--- src/rtl/ucode_pkg.sv ---
// ucode_pkg: sequencer opcodes, controller states and microword control-field offsets.
package ucode_pkg;
  typedef enum logic [2:0] {OP_CONT, OP_JUMP, OP_JCOND, OP_CALL, OP_CCALL, OP_RET, OP_MAP, OP_CASE} seq_op_e;
  typedef enum logic {ST_RST, ST_RUN} state_e;
  // Offsets are relative to bit AW, just above the target field.
  localparam int COND_SEL_OFS = 0;
  localparam int COND_SEL_W = 4;
  localparam int COND_POL_OFS = 4;
  localparam int SEQ_OP_OFS = 5;
  localparam int SEQ_OP_W = 3;
  localparam int CTRL_W = 8;
endpackage

--- src/rtl/ucode_controller_if.sv ---
// ucode_controller_if: code ROM, dispatch, condition and status signals of the sequencer.
interface ucode_controller_if #(parameter int AW = 11, parameter int UW = 56, parameter int NCOND = 8) ();
  logic [AW-1:0] uc_addr;
  logic [UW-1:0] uc_data;
  logic [UW-1:0] pipeline;
  logic [AW-1:0] map_data;
  logic [NCOND-1:0] cond;
  logic [3:0] case_bits;
  logic wait_n;
  logic irq;
  logic irq_ack;
  logic instruction_start;
  logic stack_err;
  modport master (
    output uc_addr, pipeline, irq_ack, instruction_start, stack_err,
    input uc_data, map_data, cond, case_bits, wait_n, irq
  );
  modport slave (
    input uc_addr, pipeline, irq_ack, instruction_start, stack_err,
    output uc_data, map_data, cond, case_bits, wait_n, irq
  );
endinterface

--- src/rtl/ucode_stack.sv ---
// ucode_stack: return-address LIFO; pushes when full and pops when empty are ignored.
module ucode_stack #(
  parameter int DEPTH = 4,
  parameter int AW = 11
) (
  input  logic clock,
  input  logic reset,
  input  logic push,
  input  logic pop,
  input  logic [AW-1:0] din,
  output logic [AW-1:0] top,
  output logic full,
  output logic empty
);
  localparam int CW = $clog2(DEPTH + 1);
  logic [AW-1:0] mem [1 << CW];
  logic [CW-1:0] cnt, tidx;
  assign tidx = cnt - 1'b1;
  assign full = cnt == CW'(DEPTH);
  assign empty = cnt == '0;
  assign top = mem[tidx];
  always_ff @(posedge clock or negedge reset)
    if (!reset) cnt <= '0;
    else if (push && !full) cnt <= cnt + 1'b1;
    else if (pop && !empty) cnt <= cnt - 1'b1;
  always_ff @(posedge clock)
    if (push && !full) mem[cnt] <= din;
endmodule

--- src/rtl/ucode_controller.sv ---
// ucode_controller: microprogram sequencer with call stack, map and case dispatch.
// Define UCODE_CONTROLLER_IRQ_EN to divert MAP dispatches to IRQ_VEC while irq is high.
module ucode_controller
  import ucode_pkg::*;
#(
  parameter int AW = 11,
  parameter int UW = 56,
  parameter int DEPTH = 4,
  parameter int NCOND = 8,
  parameter int RESET_VEC = 0,
  parameter int FETCH_VEC = 'h101,
  parameter int IRQ_VEC = 'h7F0
) (
  input logic clock,
  input logic reset,
  ucode_controller_if.master bus
);
  localparam int CSW = $clog2(NCOND);
  state_e state;
  seq_op_e op;
  logic [UW-1:0] pipe;
  logic [AW-1:0] upc, inc, nxt, addr, target, push_data, top;
  logic [CSW-1:0] sel;
  logic hit, push_req, pop_req, take_irq, adv, full, empty;
  logic stack_err, irq_ack, istart;
  assign target = pipe[AW-1:0];
  assign sel = pipe[AW+COND_SEL_OFS +: CSW];
  assign op = seq_op_e'(pipe[AW+SEQ_OP_OFS +: SEQ_OP_W]);
  assign hit = bus.cond[sel] ^ pipe[AW+COND_POL_OFS];
  assign inc = upc + 1'b1;
  assign adv = state == ST_RUN && bus.wait_n;
  always_comb begin
    nxt = inc;
    push_req = 1'b0;
    pop_req = 1'b0;
    take_irq = 1'b0;
    push_data = inc;
    case (op)
      OP_JUMP: nxt = target;
      OP_JCOND: nxt = hit ? target : inc;
      OP_CALL: begin
        nxt = target;
        push_req = 1'b1;
      end
      OP_CCALL: begin
        nxt = hit ? target : inc;
        push_req = hit;
      end
      OP_RET: begin
        nxt = empty ? inc : top;
        pop_req = 1'b1;
      end
`ifdef UCODE_CONTROLLER_IRQ_EN
      OP_MAP: begin
        nxt = bus.irq ? AW'(IRQ_VEC) : bus.map_data;
        push_req = bus.irq;
        take_irq = bus.irq;
        push_data = bus.map_data;
      end
`else
      OP_MAP: nxt = bus.map_data;
`endif
      OP_CASE: nxt = {target[AW-1:4], target[3:0] | bus.case_bits};
      default: ;
    endcase
  end
`ifndef UCODE_CONTROLLER_IRQ_EN
  logic unused_irq;
  assign unused_irq = bus.irq;
`endif
  // A stalled cycle re-presents upc so the ROM output stays on the current word.
  assign addr = state == ST_RST ? AW'(RESET_VEC) : !bus.wait_n ? upc : nxt;
  ucode_stack #(.DEPTH(DEPTH), .AW(AW)) u_stack (
    .clock(clock),
    .reset(reset),
    .push(adv && push_req),
    .pop(adv && pop_req),
    .din(push_data),
    .top(top),
    .full(full),
    .empty(empty)
  );
  always_ff @(posedge clock or negedge reset)
    if (!reset) begin
      state <= ST_RST;
      pipe <= '0;
      upc <= AW'(RESET_VEC);
      stack_err <= 1'b0;
      irq_ack <= 1'b0;
      istart <= 1'b0;
    end else begin
      irq_ack <= adv && take_irq;
      if (state == ST_RST || bus.wait_n) begin
        state <= ST_RUN;
        pipe <= bus.uc_data;
        upc <= addr;
        istart <= addr == AW'(FETCH_VEC);
      end
      if (adv && ((push_req && full) || (pop_req && empty))) stack_err <= 1'b1;
    end
  assign bus.uc_addr = addr;
  assign bus.pipeline = pipe;
  assign bus.stack_err = stack_err;
  assign bus.irq_ack = irq_ack;
  assign bus.instruction_start = istart;
endmodule

--- src/flat_wrapper.sv ---
// flat-port wrapper written by rule: the top's interface ports become plain ports
module ucode_controller_flat import ucode_pkg::*;
#(
  parameter int AW = 11,
  parameter int UW = 56,
  parameter int DEPTH = 4,
  parameter int NCOND = 8,
  parameter int RESET_VEC = 0,
  parameter int FETCH_VEC = 'h101,
  parameter int IRQ_VEC = 'h7F0
)
  (clock, reset, bus_uc_addr, bus_pipeline, bus_irq_ack, bus_instruction_start, bus_stack_err, bus_uc_data, bus_map_data, bus_cond, bus_case_bits, bus_wait_n, bus_irq);
  ucode_controller_if #(.AW(AW), .UW(UW), .NCOND(NCOND)) bus_i ();
  input logic clock;
  input logic reset;
  output wire logic [$bits(bus_i.uc_addr)-1:0] bus_uc_addr;
  output wire logic [$bits(bus_i.pipeline)-1:0] bus_pipeline;
  output wire logic [$bits(bus_i.irq_ack)-1:0] bus_irq_ack;
  output wire logic [$bits(bus_i.instruction_start)-1:0] bus_instruction_start;
  output wire logic [$bits(bus_i.stack_err)-1:0] bus_stack_err;
  input wire logic [$bits(bus_i.uc_data)-1:0] bus_uc_data;
  input wire logic [$bits(bus_i.map_data)-1:0] bus_map_data;
  input wire logic [$bits(bus_i.cond)-1:0] bus_cond;
  input wire logic [$bits(bus_i.case_bits)-1:0] bus_case_bits;
  input wire logic [$bits(bus_i.wait_n)-1:0] bus_wait_n;
  input wire logic [$bits(bus_i.irq)-1:0] bus_irq;
  assign bus_uc_addr = bus_i.uc_addr;
  assign bus_pipeline = bus_i.pipeline;
  assign bus_irq_ack = bus_i.irq_ack;
  assign bus_instruction_start = bus_i.instruction_start;
  assign bus_stack_err = bus_i.stack_err;
  assign bus_i.uc_data = bus_uc_data;
  assign bus_i.map_data = bus_map_data;
  assign bus_i.cond = bus_cond;
  assign bus_i.case_bits = bus_case_bits;
  assign bus_i.wait_n = bus_wait_n;
  assign bus_i.irq = bus_irq;
  ucode_controller #(.AW(AW), .UW(UW), .DEPTH(DEPTH), .NCOND(NCOND), .RESET_VEC(RESET_VEC), .FETCH_VEC(FETCH_VEC), .IRQ_VEC(IRQ_VEC)) u_core (.clock(clock), .reset(reset), .bus(bus_i));
endmodule
--- config.mk ---
export PLATFORM = sky130hd
export DESIGN_NAME = ucode_controller_flat
export DESIGN_NICKNAME = d
export VERILOG_FILES = /design/src/rtl/ucode_pkg.sv /design/src/rtl/ucode_controller_if.sv /design/src/rtl/ucode_stack.sv /design/src/rtl/ucode_controller.sv /design/src/flat_wrapper.sv
export SDC_FILE = /design/constraint.sdc
export NUM_CORES = 1
export LEC_CHECK = 0
export CORE_ASPECT_RATIO = 0.75
export CORE_MARGIN = 4
export CORE_UTILIZATION = 35
export CTS_CLUSTER_SIZE = 28
export DETAILED_ROUTE_END_ITERATION = 12
export PLACE_DENSITY = 0.67
export RECOVER_POWER = 100
export REMOVE_ABC_BUFFERS = 1
export SETUP_SLACK_MARGIN = 0.1
export SLEW_MARGIN = 25
export SYNTH_ARGS = -nofsm -noshare
export SYNTH_HDL_FRONTEND = slang
export SYNTH_SLANG_ARGS = --single-unit
--- constraint.sdc ---
create_clock -name clock -period 7.1 [get_ports clock]
set_clock_uncertainty 0.2 [all_clocks]
set_input_delay 1.775 -clock clock [delete_from_list [all_inputs] [get_ports clock]]
set_output_delay 1.775 -clock clock [all_outputs]
set_load 0.02 [all_outputs]
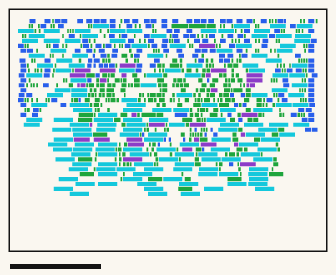
(cells colored by class)
Bar = 50 microns.
cyan -> flip-flops  # cells 161, share of their area 48%
blue -> other buffers and delay cells  # cells 179, share of their area 18%
green -> all other logic  # cells 460, share of their area 28%
purple -> clock drivers and dummy loads  # cells 32, share of their area 6.2%
flop share of the area: 46.1%
final instance area: 9700 sq um
num rows: 45
final core occ: 47.9%

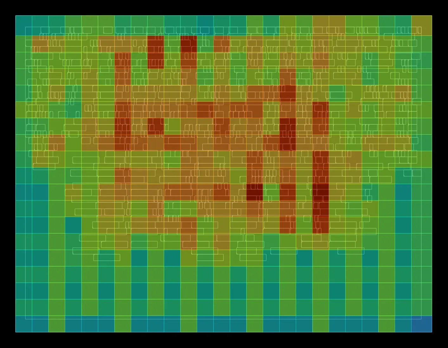
(track usage over the die)
total track usage: 17.8%
GRT busiest layer: met1

==> summary.txt <==
fresh numbers from the pnr run: library cells used by synthesis=63, top-count cell post-synth=nand2_1, cell count in the Yosys report=656, CTS buffer count=17, and+or+nand+nor area frac=between 10% and 20%, Inserted Diodes=0, XOR/XNOR Fraction of Synth Area=just under 2%, Final #Nets=around 900, M1 WL=roughly 9600 microns, IO Port Bufs=150, root buf cell=clkbuf_16, Min-Delay Startpoint=u_core.bus.pipeline[28], Setup violations, final=0, cts-stage hold buffer count=0, top cells, area=edfxtp_1 36%, dfrtp_1 25%, nand2_1 11%, total of max-cap violations=2, CTS tree=yes, FFs w/ async S/R, synth=45.3%, gr ovfl total=0, final slew viol count=around 140, met1 GRT Util=26.9%, Synth top area share=between 30% and 40%, period utilisation layout=97.8%, crit path DAT=4970 ps, first-pass GRT wire length=32100 microns, Post-CTS Setup Bufs=0, status=complete, but fails checks, r2r setup slk=between 3000 and 4000 ps, Flops after synth=around 160, Final Critical Period=about 7000 ps, clk latency late pin=about 420 ps, Main synth FF type=edfxtp_1, Max Fanout on Critical Path=6, critical path required time=approximately 5100 ps, routability cong.=roughly 0.86, worst rel slew slack=-167%, Leakage=between 3 and 4 nW, met3 Usage GRT=approximately 4.3%, WL/cell=roughly 19 microns, setup_tns=0 ps, initial antenna violation count=0, largest area contributor in the netlist=edfxtp_1, multi-input logic area=2610 sq um, internal power=around 1.9 mW, Max Fclk=between 100 and 150 MHz, main logic family after synthesis=simple AND/OR/NAND/NOR gates, failing checks=capacitance limit, slew limit, combinational cell fraction of total power=30.8%
==> how the worst min path moves through the flow <==
stage | to | slack [ps] | cells after the start
2_1_floorplan | u_core.upc[8] | 330 | 2
3_3_place_gp | u_core.bus.pipeline[41] | 250 | 2
3_5_place_dp | u_core.bus.pipeline[41] | 250 | 2
4_1_cts | u_core.bus.pipeline[41] | 270 | 2
5_1_grt | u_core.bus.pipeline[25] | 280 | 2
6_report | u_core.bus.pipeline[28] | 260 | 2
==> critical path, stage by stage <==
cell and delay (ps):
clkdlybuf4s50_1 400, mux4_1 490, mux2_4 330, xor2_2 200, nor3_2 120, clkbuf_1 320
o21ai_0 160, a41oi_1 390, dlygate4sd3_1 750
==> metrics by stage <==
stage / total power, mW / worst slack, ps / instances / instance area, sq um
4_1_cts: 2.95 / 249 / 1090 / 9750
2_1_floorplan: 1.66 / 379 / 621 / 7100
3_5_place_dp: 2.04 / 263 / 1058 / 9170
6_report: 2.91 / 159 / 1090 / 9700
5_1_grt: 3.05 / 70.2 / 1090 / 9700
3_3_place_gp: 2.03 / 316 / 1058 / 9170
==> power by group through the flow <==
| stage | Clock, mW | Combinational [mW] | Sequential [mW] |
|---|---|---|---|
| floorplan | 0 | 0.493 | 1.17 |
| global placement | 0 | 0.902 | 1.12 |
| detailed placement | 0 | 0.912 | 1.13 |
| CTS | 0.921 | 0.917 | 1.11 |
| global route | 0.958 | 0.979 | 1.12 |
| finish | 0.905 | 0.898 | 1.11 |
==> cell type report <==
type	count	area share, %
Sequential cell	161	46.1
Multi-Input combinational cell	449	26.9
Timing Repair Buffer	179	17.3
Clock buffer	17	4.39
Tap cell	258	3.33
Clock inverter	15	1.56
Inverter	11	0.426
Power is estimated from default activity; no workload was simulated.
